<file path="config.mk">
export PLATFORM = sky130hd
export DESIGN_NAME = cdb_arbiter
export DESIGN_NICKNAME = d
export VERILOG_FILES = /design/src/rtl/cdb_pkg.sv /design/src/rtl/rr_arbiter.sv /design/src/rtl/cdb_arbiter.sv
export SDC_FILE = /design/constraint.sdc
export NUM_CORES = 1
export LEC_CHECK = 0
export CAP_MARGIN = 10
export CORE_ASPECT_RATIO = 0.9
export CORE_MARGIN = 3
export CORE_UTILIZATION = 50
export CTS_CLUSTER_DIAMETER = 50
export DETAILED_ROUTE_END_ITERATION = 10
export PLACE_DENSITY_LB_ADDON = 0.3
export SLEW_MARGIN = 20
export SYNTH_ARGS = -nofsm -noshare
export SYNTH_HDL_FRONTEND = slang
export SYNTH_HIERARCHICAL = 1
export SYNTH_SLANG_ARGS = --single-unit
</file>
<file path="constraint.sdc">
create_clock -name clock -period 3 [get_ports clock]
set_input_delay 0.45 -clock clock [delete_from_list [all_inputs] [get_ports clock]]
set_output_delay 0.45 -clock clock [all_outputs]
set_load 0.05 [all_outputs]
</file>
<file path="src/rtl/cdb_pkg.sv">
// Shared opcode/field constants and the write-back decode for the CDB arbiter.
package cdb_pkg;

    localparam logic [3:0] OP_ADD = 4'b0000;
    localparam logic [3:0] OP_SUB = 4'b0001;
    localparam logic [3:0] OP_LD  = 4'b0010;
    localparam logic [3:0] OP_SD  = 4'b0011;
    localparam logic [3:0] OP_MUL = 4'b0100;

    localparam int OPC_LSB    = 0;
    localparam int RD_ALU_LSB = 10;
    localparam int RD_LD_LSB  = 4;
    localparam int REG_ADDR_W = 3;

    typedef struct packed {
        logic                  wr_en;
        logic [REG_ADDR_W-1:0] dest;
    } wb_t;

    // Stores and unknown opcodes still broadcast but never write the register file.
    function automatic wb_t decode_wb(input logic [15:0] inst);
        wb_t wb;
        wb = '0;
        case (inst[OPC_LSB +: 4])
            OP_ADD, OP_SUB, OP_MUL: begin
                wb.wr_en = 1'b1;
                wb.dest  = inst[RD_ALU_LSB +: REG_ADDR_W];
            end
            OP_LD: begin
                wb.wr_en = 1'b1;
                wb.dest  = inst[RD_LD_LSB +: REG_ADDR_W];
            end
            default: wb = '0;
        endcase
        return wb;
    endfunction

endpackage

</file>
<file path="src/rtl/rr_arbiter.sv">
// Generic NUM_SRC-way round-robin arbiter: search starts at ptr and wraps;
// on an advancing grant the pointer moves just past the winner.
module rr_arbiter #(
    parameter  int NUM_SRC = 3,
    localparam int PTR_W   = (NUM_SRC > 1) ? $clog2(NUM_SRC) : 1
) (
    input  logic               clock,
    input  logic               reset_n,
    input  logic [NUM_SRC-1:0] req,
    input  logic               advance,
    output logic [NUM_SRC-1:0] grant,
    output logic [PTR_W-1:0]   ptr
);

    logic             found;
    logic [PTR_W-1:0] winner;
    logic [PTR_W-1:0] ptr_next;
    int               idx;

    always_comb begin
        grant  = '0;
        winner = ptr;
        found  = 1'b0;
        idx    = 0;
        for (int k = 0; k < NUM_SRC; k++) begin
            idx = (int'(ptr) + k) % NUM_SRC;
            if (!found && req[idx]) begin
                found      = 1'b1;
                grant[idx] = 1'b1;
                winner     = PTR_W'(idx);
            end
        end
        ptr_next = (int'(winner) == NUM_SRC - 1) ? '0 : PTR_W'(int'(winner) + 1);
    end

    always_ff @(posedge clock or negedge reset_n) begin
        if (!reset_n) begin
            ptr <= '0;
        end else if (advance && found) begin
            ptr <= ptr_next;
        end
    end

endmodule

</file>
<file path="src/rtl/cdb_arbiter.sv">
// Common-data-bus arbiter: per-source holding registers, round-robin select, registered
// broadcast with write-back decode. Optional CDB_BYPASS_EN lets an isolated request skip its holding register.
module cdb_arbiter
    import cdb_pkg::*;
#(
    parameter  int NUM_SRC = 3,
    parameter  int DATA_W  = 16,
    parameter  int INST_W  = 16,
    localparam int SRC_W   = (NUM_SRC > 1) ? $clog2(NUM_SRC) : 1
) (
    input  logic                      clock,
    input  logic                      reset_n,
    input  logic [NUM_SRC-1:0]        src_valid,
    output logic [NUM_SRC-1:0]        src_ready,
    input  logic [NUM_SRC*DATA_W-1:0] src_data,
    input  logic [NUM_SRC*INST_W-1:0] src_inst,
    output logic                      cdb_valid,
    output logic [DATA_W-1:0]         cdb_data,
    output logic [INST_W-1:0]         cdb_inst,
    output logic [SRC_W-1:0]          cdb_src,
    output logic                      cdb_wr_en,
    output logic [REG_ADDR_W-1:0]     cdb_dest,
    output logic                      busy
);

    logic [NUM_SRC-1:0] hold_valid;
    logic [DATA_W-1:0]  hold_data [NUM_SRC];
    logic [INST_W-1:0]  hold_inst [NUM_SRC];

    logic [NUM_SRC-1:0] req;
    logic [NUM_SRC-1:0] grant;
    logic [SRC_W-1:0]   rr_ptr;
    logic               bypass;

    logic [SRC_W-1:0]   win_idx;
    logic [DATA_W-1:0]  win_data;
    logic [INST_W-1:0]  win_inst;
    wb_t                win_wb;

`ifdef CDB_BYPASS_EN
    assign bypass = ~|hold_valid && |src_valid &&
                    ((src_valid & (src_valid - NUM_SRC'(1))) == '0);
`else
    assign bypass = 1'b0;
`endif

    // A bypassed request competes in the arbiter so the pointer advances as for a normal grant.
    assign req       = bypass ? src_valid : hold_valid;
    assign src_ready = ~hold_valid | grant;
    assign busy      = |hold_valid | cdb_valid;

    rr_arbiter #(.NUM_SRC(NUM_SRC)) u_rr (
        .clock   (clock),
        .reset_n (reset_n),
        .req     (req),
        .advance (1'b1),
        .grant   (grant),
        .ptr     (rr_ptr)
    );

    always_comb begin
        win_idx  = '0;
        win_data = '0;
        win_inst = '0;
        for (int i = 0; i < NUM_SRC; i++) begin
            if (grant[i]) begin
                win_idx  = SRC_W'(i);
                win_data = bypass ? src_data[i*DATA_W +: DATA_W] : hold_data[i];
                win_inst = bypass ? src_inst[i*INST_W +: INST_W] : hold_inst[i];
            end
        end
        win_wb = decode_wb(win_inst);
    end

    always_ff @(posedge clock or negedge reset_n) begin
        if (!reset_n) begin
            hold_valid <= '0;
            for (int i = 0; i < NUM_SRC; i++) begin
                hold_data[i] <= '0;
                hold_inst[i] <= '0;
            end
        end else if (!bypass) begin
            for (int i = 0; i < NUM_SRC; i++) begin
                if (src_valid[i] && src_ready[i]) begin
                    hold_valid[i] <= 1'b1;
                    hold_data[i]  <= src_data[i*DATA_W +: DATA_W];
                    hold_inst[i]  <= src_inst[i*INST_W +: INST_W];
                end else if (grant[i]) begin
                    hold_valid[i] <= 1'b0;
                end
            end
        end
    end

    always_ff @(posedge clock or negedge reset_n) begin
        if (!reset_n) begin
            cdb_valid <= 1'b0;
            cdb_data  <= '0;
            cdb_inst  <= '0;
            cdb_src   <= '0;
            cdb_wr_en <= 1'b0;
            cdb_dest  <= '0;
        end else begin
            cdb_valid <= |req;
            if (|grant) begin
                cdb_data  <= win_data;
                cdb_inst  <= win_inst;
                cdb_src   <= win_idx;
                cdb_wr_en <= win_wb.wr_en;
                cdb_dest  <= win_wb.dest;
            end else begin
                cdb_wr_en <= 1'b0;
                cdb_dest  <= '0;
            end
        end
    end

endmodule

</file>
==> design notes, run 1 <==
The flow ran to the end, and the final reports show no timing, DRC or antenna violations. The die is 124 µm wide.

The layout has 7 inverters outside the clock class. The run gives 0 as the total grt overflow. The number of well-tap cells placed is 160. The cell count after synthesis was 491. The post-synthesis cell type with the largest combined area was dfrtp_1. Topmost layer with routed signal wires: met4.

The share of async-settable or async-resettable flops after synthesis is 1.00. The pin count of the biggest net entering global routing was 84; the multi-input gate share of the layout cell area was 0.302. The non-clock buffer contribution to total cell area was 0.202. Setup repair after global routing could not meet its margin everywhere. The run gives 0.0677 for the basic-gate share of the synthesized area counting and, or, nand and nor cells. The top fanout value on the critical path works out to 6.

Launching instance or port of the critical path: u_rr/ptr[0]. The number of DRC violations after detailed routing is 0. The commonest cells after synthesis are dfrtp_1, mux2_2, a21oi_1, nand2_1, nor2_1. The critical path crosses 10 cells after its start point.

Looking at the clock tree report, the root buffer type is clkbuf_16. Broken down by cell family, the worst path's largest delay share belongs to AND-OR/OR-AND gates. The actual transition at the worst max-transition pin is 0.754 ns.

After clock tree synthesis, the clock-pin slew on the worst setup and hold paths is 0.06 ns. Summing over every cut layer, the via total after detailed routing is 4591. The synthesis log from Yosys contains 6 warnings.

STA classifies the critical path startpoint as a register. OpenSTA lists the critical path endpoint as src_ready[2]. For this run, the chip area from Yosys synthesis comes to 0.00627 mm². The min-delay analysis places its worst path in the category in -> async. With the iteration-0 DRC count of the detailed router at 427, the worst slew margin relative to its limit is 0.497. The first-pass iteration count of the detailed router came out at 6.

Per the final report, max-transition violations number 0. The run gives 0 as the reported max-cap violation count. On the final layout, the worst clock skew is 0.00812 ns. The tools report the length of routed wiring on met1 as 6530 µm. In this run the critical register-to-register path is captured at cdb_wr_en.

With the I/O pin total at 144, the netlist area before placement is 0.00627 mm². For the arrival time at the worst endpoint, the log shows 2.49 ns. The run gives 0.979 for the post-route fraction of the period consumed by the critical path. The worst register-to-register path has a depth of 13. TritonCTS built the clock tree.

The number of clock buffer instances in the layout is 28. The critical path is of the reg -> out type. The stage logs contain a warning count of 30.

The most common logic cells in the final layout are dfrtp_1, clkdlybuf4s50_1, mux2_2, a21oi_1, nand2_1. The final layout report lists a filler cell count of 846. In the final report, the number of endpoints failing setup comes to 0. The run gives 0 for the count of final hold-check violations. Wires add up to 15900 µm. Cell group occupying the most layout area: flip-flops and latches. Subtracting the final worst setup slack from the clock period gives 2.94 ns. The delay of the slowest cell on the worst path came out at 0.40 ns. The share of the yosys chip area belonging to registers is 0.559. After clock tree synthesis, the flow added hold-fix buffers numbering 0. Leaving out buffers and inverters, the combinational logic in the layout accounts for 0.00263 mm². The first global-routing pass estimated 24700 µm of wire. STA lists the startpoint of the worst register-to-register path as u_rr/ptr[0]. The number of buffers added by the clock tree synthesis step is 17. The largest registers in the layout are hold_data: 48 flops, hold_inst: 48 flops.

The critical path contains buffers and inverters numbering 4 combined. For this sky-water flow run, the detailed-routed wirelength per cell is reported as 19.2 µm. The required time at the worst endpoint is listed as 2.55 ns. By area the synthesized netlist is led by dfrtp_1, mux2_2, mux2i_1, a21oi_1, buf_6. Fraction of final layout cells with drive strength greater than 1: 0.279. The global-route met3 utilization was 0.0756.

The layout has 171 buffers outside the clock class.
run 1: metrics by stage:
step	std cells	area [µm²]	worst slack [ns]	setup TNS [ns]
detailed placement	785	7940	-0.115	-1.98
global placement	785	7940	0.140	0
floorplan	492	6270	0.0658	0
finish	826	8720	0.0618	0
CTS	822	8640	0.0129	0
global route	826	8720	-0.0519	-0.147
run 1: worst reg2reg max path, cell delays in order, from the launching register on:
cell and delay, ns:
dfrtp_1 0.40, buf_4 0.14, buf_4 0.13, ha_1 0.30, o22ai_4 0.25, nor3_2 0.09, o2bb2ai_1 0.13, a32o_2 0.26
buf_4 0.15, buf_12 0.15, a21oi_1 0.19, a22o_1 0.29, nand2_1 0.10, a211oi_2 0.22
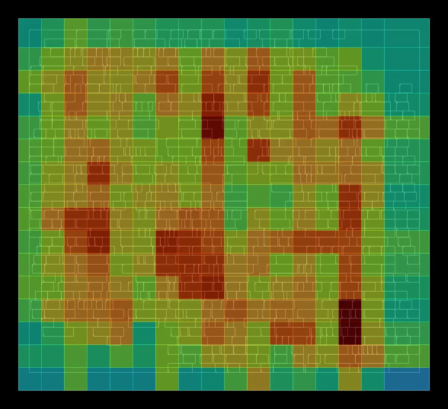
(run_1/congestion.png)
global routing's busiest layer: met2
met2 global-route usage: 0.372
GR Layer Usage met1: 0.299

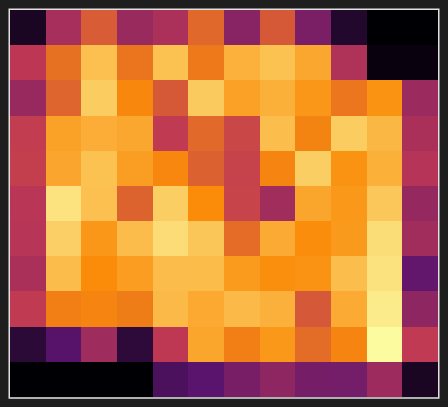
(run_1/cell_density.png)
The die is cut into 12 by 11 equal tiles; black is low, pale yellow is high, 0 to 100% covered.
nearly empty tiles: 4.5%
emptiest ninth of the die: south-west
fullest tile: 99%
mean over tiles: 61%
floorplan-stage core utilization: 0.515
core footprint: 0.0122 mm²
Final Util: 0.716

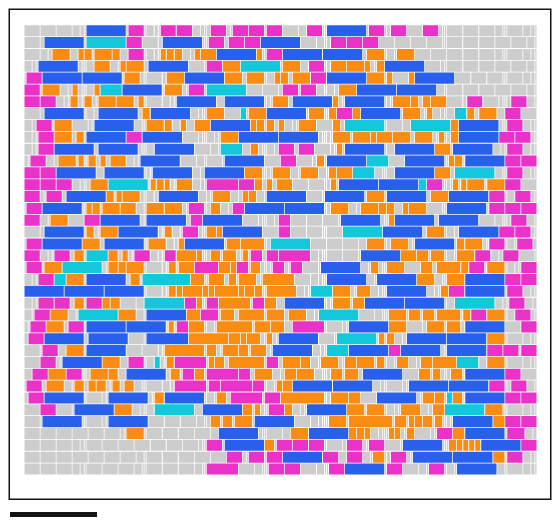
(run_1/placement_by_type.png)
The bar under the picture is 20 µm long. Fill, decap, tap and diode cells in grey.
| class | colour | cells | share of their area |
|---|---|---|---|
| clock drivers and dummy loads | cyan | 32 | 7.0% |
| remaining buffers and delay cells | magenta | 171 | 21% |
| combinational and other logic | orange | 323 | 31% |
| sequential cells | blue | 140 | 41% |
Non-Filler Cell Area, Final: 0.00872 mm²
FP Rows: 38
Seq/total area: 0.402

==> run_1/wires.png <==
The bar under the picture is 20 µm long. Two of the layers only.
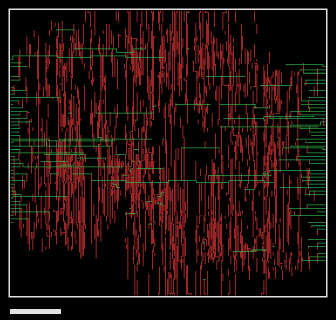

==> run 2, diff against run 1 <==
--- a/config.mk
+++ b/config.mk
@@ -5,6 +5,7 @@
 export SDC_FILE = /design/constraint.sdc
 export NUM_CORES = 1
 export LEC_CHECK = 0
+export ABC_AREA = 1
 export CAP_MARGIN = 10
 export CORE_ASPECT_RATIO = 0.9
 export CORE_MARGIN = 3
@@ -12,6 +13,7 @@
 export CTS_CLUSTER_DIAMETER = 50
 export DETAILED_ROUTE_END_ITERATION = 10
 export PLACE_DENSITY_LB_ADDON = 0.3
+export RECOVER_POWER = 25
 export SLEW_MARGIN = 20
 export SYNTH_ARGS = -nofsm -noshare
 export SYNTH_HDL_FRONTEND = slang
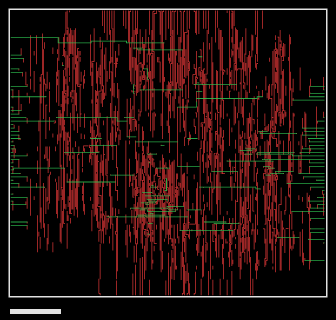
(run_2/wires.png)
The bar under the picture is 20 µm long. Two of the layers only.
| layer | colour | wire length |
|---|---|---|
| metal 3 | green | 1010 µm |
| metal 2 | red | 8230 µm |
vias: 4721
combined global-route utilization of all metal layers: 0.237

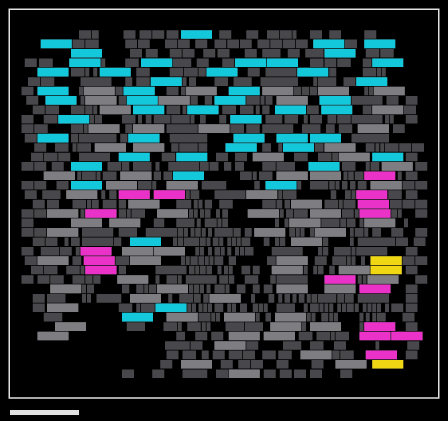
(run_2/flops_by_reg.png)
The bar under the picture is 20 µm long. Other sequential cells in the stronger grey, the rest of the logic in the fainter grey.
| netlist name | colour | flops |
|---|---|---|
| `cdb_dest` | yellow | 3 |
| `hold_data` | cyan | 48 |
| `cdb_inst` | magenta | 16 |
not coloured: 73
area taken by flip-flops and latches: 0.00350 mm²
Seq/total area: 0.413

==> design notes, run 2 <==
The tools report the number of fill cells in the layout as 829 (-2.0%). The wire length reported by the detailed router is 15900 µm (+0.40%). The run gives 0 (unchanged) for the number of DRC violations after detailed routing. The buffer_ports step reported a buffer count of 143.

The leading cell type by number of instances after synthesis was dfrtp_1. The minimum clock period came out at 2.94 ns (+0.00618 ns). The yosys warning tally is 6 (unchanged).

Multi-input gate share of the layout cell area: 0.289 (-0.0121). The run gives 22 (-21%) as the number of clock buffer instances in the layout. The I/O pin total is 144 (unchanged). The adder-cell area share of the yosys netlist works out to 0.00805.

The maximum number of buffers from clock root to sink is 2. The run gives 0 (unchanged) as the total grt overflow. The run gives 0.317 (-0.180) as the worst slew margin relative to its limit. The area reported by Yosys stat is 0.00622 mm² (-0.80%). The top fanout value on the critical path came out at 18 (+12). Summed over all instances, the cell type with the most area after synthesis is dfrtp_1.

The synthesized design contains 0 enable-type register cells. With the number of buffers added by the clock tree synthesis step at 17 (unchanged), the area used by multi-input combinational logic is 0.00245 mm² (-6.6%). The number of pins exceeding their max-slew limit in the final report came out at 0 (unchanged). The number of nets handed over by synthesis was 641.

For the post-route antenna net violation count, the log shows 0. The cell group occupying the most layout area is flip-flops and latches. TritonCTS built the clock tree. The tools report the first-pass GRT wire length as 25200 µm (+1.8%).

The logs give 0 (unchanged) for the reported max-cap violation count and 37 (-2.6%) for the row count. The share of async-settable or async-resettable flops after synthesis came out at 1.00 (unchanged). The tools report the pin count of the biggest net entering global routing as 78 (-7.1%).

Leaving out fill and tap cells, the most frequent cells in the layout are dfrtp_1, clkdlybuf4s50_1, nand2_1, mux2_2, mux2_4. The first-pass iteration count of the detailed router is 5 (-1). The path class of the tightest hold or removal check is reg -> reg. The clock network area share was 0.0779; the number of hold buffers added after cts was 1 (+1). The run gives 859 (+4.0%) as the count of placed standard cells in the final layout, fillers left out. The instance area at placement is 0.00778 mm² (-2.0%). The tools report the arrival time at the worst endpoint as 2.49 ns (about the same).

The flow ran to the end, and the final reports show no timing, DRC or antenna violations. The setup-violating endpoint count in the final report came out at 0 (unchanged). The number of buffers other than clock buffers in the final layout is 158 (-7.6%). The post-placement worst setup slack came out at 0.00913 ns (+0.125 ns).

The largest registers in the layout are hold_data: 48 flops, hold_inst: 48 flops. The run gives 0 ns (unchanged) for the accumulated negative setup slack. With the CTS clock-pin slew for the worst setup and hold paths at 0.06 ns (about the same), the delay of the slowest cell on the worst path is 0.45 ns (+0.05 ns). The number of well-tap cells placed was 156 (-2.5%); the iteration-0 DRC count of the detailed router was 317 (-26%). Number of non-clock inverters in the layout: 23 (+16).

In this design, the largest share of critical-path delay is due to simple AND/OR/NAND/NOR gates. The worst setup path is launched from a register. For the cell count after synthesis, the log shows 536 (+9.2%). The share of the yosys chip area belonging to registers is 0.564 (+0.00450). The run gives 0.41 ns for the insertion delay at the late pin of the worst-skew pair.

Cell at the root of the clock tree: clkbuf_16. The average wire per standard cell came out at 18.6 µm (-3.5%). The tools report the worst setup slack after layout as 0.0557 ns (-0.00618 ns). The fraction of final layout cells with drive strength greater than 1 is 0.239 (-0.0403), and the count of final hold-check violations is 0 (unchanged). The run gives 823 (+4.8%) for the count of placed standard cells including taps.

The run gives 0.0109 ns (+0.00282 ns) as the worst clock skew. The tally of OpenROAD warnings came out at 29 (-3.3%).

The count of buffer and inverter cells on the critical path works out to 5 (+1). Non-clock buffer contribution to total cell area: 0.185 (-0.0167). With the basic-gate share of the synthesized area counting and, or, nand and nor cells at 0.125 (+0.0571), the die outline width is 124 µm (-0.38%). The netlist area before placement was 0.00622 mm² (-0.80%); the post-route fraction of the period consumed by the critical path was 0.981 (+0.00206). The startpoint-to-endpoint class of the critical path is reg -> out.

The clock tree synthesis step divided the H-tree into 4 levels. Yosys reports that the most numerous cell types are dfrtp_1, nand2_1, mux2_2, mux2_4, nor2_1. The required time of the worst setup path is 2.55 ns (about the same). By area the synthesized netlist is led by dfrtp_1, mux2_2, nand2_1, mux2_4, o22ai_1. The actual transition at the worst max-transition pin is 1.03 ns (+0.271 ns). The effective utilization at floorplan was 0.527 (+0.0117).
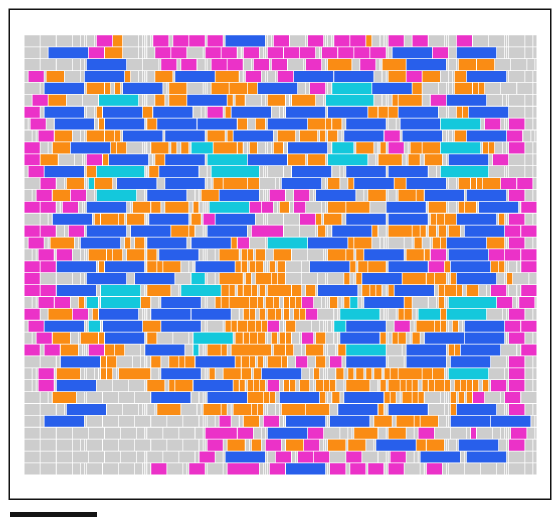
(run_2/placement_by_type.png)
The bar under the picture is 20 µm long. Fill, decap, tap and diode cells in grey.
Final Util: 0.718
Non-Filler Cell Area, Final: 0.00848 mm²
core footprint: 0.0118 mm²

run 2: cell count changes in the layout (fill, tap and decap cells not counted), sizes merged, moves of 10 or more:
cell	change
nand2	+91
buf	-16
a21oi	-21
a31oi	+16
nand3b	-10
inv	+13
nand3	+16
mux2i	-20
run 2: final timing paths:
path | end | cells past startpoint | start
max in group asynchronous | u_rr/ptr[0] | 3 | reset_n
setup / recovery | src_ready[2] | 13 | u_rr/ptr[1]
hold / removal | cdb_inst[4] | 1 | cdb_inst[4]
min in group asynchronous | hold_inst[0] | 2 | reset_n
hold reg to reg | cdb_inst[4] | 1 | cdb_inst[4]
setup reg to reg | hold_data[10] | 12 | u_rr/ptr[1]
run 2: layer usage:
metal,share of wire,track usage
met3,0.063,0.0574
met4,0.016,0.0708
met1,0.40,0.296
met5,0,0
met2,0.52,0.407
==> run_2/cell_density.png <==
The die is cut into 12 by 11 equal tiles; black is low, pale yellow is high, 0 to 100% covered.
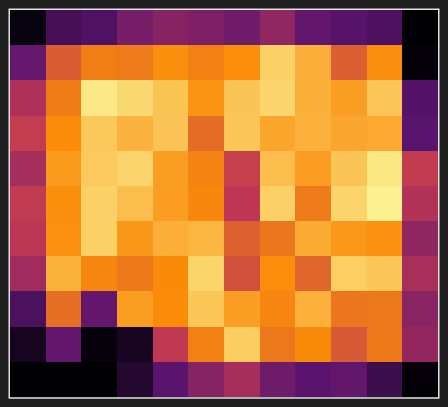

==> run 3, diff against run 2 <==
--- a/config.mk
+++ b/config.mk
@@ -10,8 +10,10 @@
 export CORE_ASPECT_RATIO = 0.9
 export CORE_MARGIN = 3
 export CORE_UTILIZATION = 50
+export CTS_BUF_LIST = sky130_fd_sc_hd__clkbuf_4 sky130_fd_sc_hd__clkbuf_8 sky130_fd_sc_hd__clkbuf_16
 export CTS_CLUSTER_DIAMETER = 50
 export DETAILED_ROUTE_END_ITERATION = 10
+export GPL_TIMING_DRIVEN = 1
 export PLACE_DENSITY_LB_ADDON = 0.3
 export RECOVER_POWER = 25
 export SLEW_MARGIN = 20
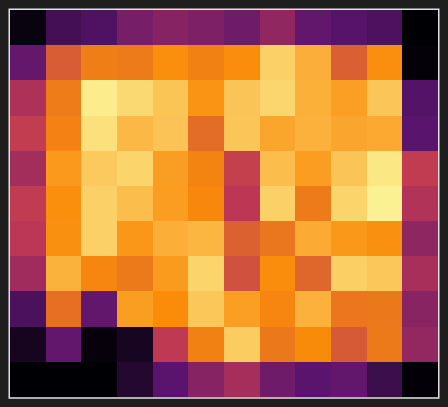
(run_3/cell_density.png)
The die is cut into 12 by 11 equal tiles; black is low, pale yellow is high, 0 to 100% covered.
fullest tile: 97%
tiles over 75% full: 42%
emptiest ninth of the die: south-west
mean over tiles: 60%
Final Util: 0.719
floorplan-stage core utilization: 0.527

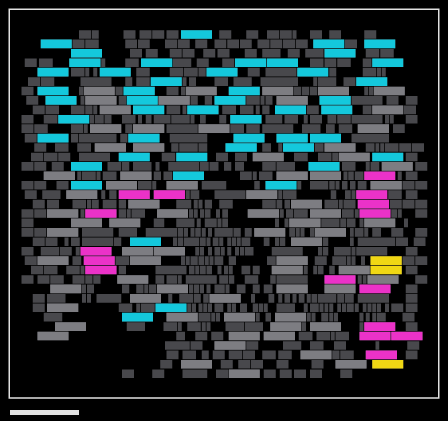
(run_3/flops_by_reg.png)
The bar under the picture is 20 µm long. Other sequential cells in the stronger grey, the rest of the logic in the fainter grey.
| netlist name | colour | flops |
|---|---|---|
| `cdb_inst` | magenta | 16 |
| `cdb_dest` | yellow | 3 |
| `hold_data` | cyan | 48 |
not coloured: 73
Seq/total area: 0.413

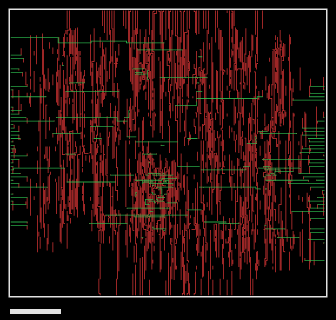
(run_3/wires.png)
The bar under the picture is 20 µm long. Two of the layers only.
| layer | colour | wire length |
|---|---|---|
| metal 3 | green | 1030 µm |
| metal 2 | red | 8260 µm |
wire length per cell: 18.6 µm
combined global-route utilization of all metal layers: 0.238
vias: 4752
wire length reported by the detailed router: 16000 µm

==> design notes, run 3 <==
The run finished with clean final reports. The tools report the post-synth net total as 641 (unchanged). With the worst slew margin relative to its limit at 0.324 (+0.00724), the number of non-clock inverters in the layout is 23 (unchanged). The run gives 0.06 ns (about the same) for the CTS clock-pin slew for the worst setup and hold paths. The multi-input gate share of the layout cell area works out to 0.289 (about the same). The logs give 4 (unchanged) for the number of H-tree levels and 6420 µm (-0.45%) for the length of routed wiring on met1. Looking at the clock tree report, the root buffer type is clkbuf_16. The adder-cell area share of the yosys netlist was 0.00805 (unchanged). The iteration-0 DRC count of the detailed router is 289 (-8.8%), and the count of final hold-check violations is 0 (unchanged).

For the share of the yosys chip area belonging to registers, the log shows 0.564 (unchanged). The first-pass GRT wire length came out at 25200 µm (about the same). The minimum clock period is 2.93 ns (-0.0178 ns).

The tools report the yosys warning tally as 6 (unchanged). The registers reported with the highest flop counts are hold_data: 48 flops, hold_inst: 48 flops. For the count of placed standard cells in the final layout, fillers left out, the log shows 859 (unchanged). The number of fill cells in the layout was 827 (-0.24%). The share of async-settable or async-resettable flops after synthesis is 1.00 (unchanged). Per the area breakdown, the dominant cell category is flip-flops and latches.

With the sequential cell area at 0.00350 mm² (unchanged), the number of DRC violations after detailed routing is 0 (unchanged). Setup-violating endpoint count in the final report: 0 (unchanged).

TritonCTS built the clock tree. The kind of cell with the highest combined delay on the critical path is simple AND/OR/NAND/NOR gates. Ranked by total cell area, the synthesized netlist is headed by dfrtp_1, mux2_2, nand2_1, mux2_4, o22ai_1. Yosys reports that the most numerous cell types are dfrtp_1, nand2_1, mux2_2, mux2_4, nor2_1. Clock network area share: 0.0787 (+0.000815). The run gives 0.00622 mm² (unchanged) for the area reported by Yosys stat.

The number of buffers added by the clock tree synthesis step was 17 (unchanged); the tally of OpenROAD warnings was 29 (unchanged). The count of buffer and inverter cells on the critical path came out at 5 (unchanged). The delay of the slowest cell on the worst path was 0.45 ns (about the same). Looking at area per cell type in the netlist, the leader is dfrtp_1.

For the netlist area before placement, the log shows 0.00622 mm² (unchanged). Met1 usage in global routing: 0.297 (+0.00134). The run gives 2 (unchanged) as the maximum number of buffers from clock root to sink. Required time of the worst setup path: 2.55 ns (about the same). The basic-gate share of the synthesized area counting and, or, nand and nor cells is 0.125 (unchanged).

Number of pins exceeding their max-slew limit in the final report: 0 (unchanged). The I/O pin total is 144 (unchanged). For the area of all placed cells without fillers, the log shows 0.00849 mm² (about the same). dfrtp_1 is the most common cell in the netlist. Looking at the setup timing report, the critical path kind is reg -> out. The worst clock skew was 0.0115 ns (+0.000511 ns). Wire length on met2: 8260 µm (+0.28%).

The top fanout value on the critical path came out at 18 (unchanged). The tools report the post-route antenna net violation count as 0 (unchanged). The tools report the worst setup slack after layout as 0.0734 ns (+0.0178 ns). The number of clock buffer instances in the layout was 22 (unchanged); the number of flops mapped to enable cells by yosys was 0 (unchanged). Arrival time at the worst endpoint: 2.48 ns (about the same).

The non-clock buffer contribution to total cell area was 0.185 (about the same). The accumulated negative setup slack is 0 ns (unchanged), and the count of placed standard cells including taps is 823 (unchanged). The fraction of final layout cells with drive strength greater than 1 was 0.242 (+0.00284); the first-pass iteration count of the detailed router was 5 (unchanged). The run gives 0 (unchanged) as the total grt overflow. Reported max-cap violation count: 0 (unchanged).

The number of buffers other than clock buffers in the final layout is 158 (unchanged). The actual transition at the worst max-transition pin came out at 1.01 ns (-0.0109 ns). The tools report the instance area at placement as 0.00778 mm² (unchanged). The cell count after synthesis was 536 (unchanged); the number of buffers added on ports was 143 (unchanged).
run 3: final timing paths:
| check | from | endpoint | slack (ns) | depth (start not counted) |
|---|---|---|---|---|
| min | cdb_inst[4] | cdb_inst[4] | 0.49 | 1 |
| max | u_rr/ptr[1] | src_ready[2] | 0.07 | 13 |
| max in group asynchronous | reset_n | u_rr/ptr[0] | 0.69 | 3 |
| min reg2reg | cdb_inst[4] | cdb_inst[4] | 0.49 | 1 |
| max reg2reg | u_rr/ptr[1] | hold_data[10] | 0.18 | 12 |
| min in group asynchronous | reset_n | hold_inst[0] | 0.69 | 2 |
run 3: what timing repair did:
item | in CTS | in global routing
endpoints found under the hold margin | 15 | 0
endpoints found under the setup margin | 2 | 28
buffers inserted | 0 | 3
resized | 1 | 7
pin swaps | 0 | 1
hold buffers | 1 | 0
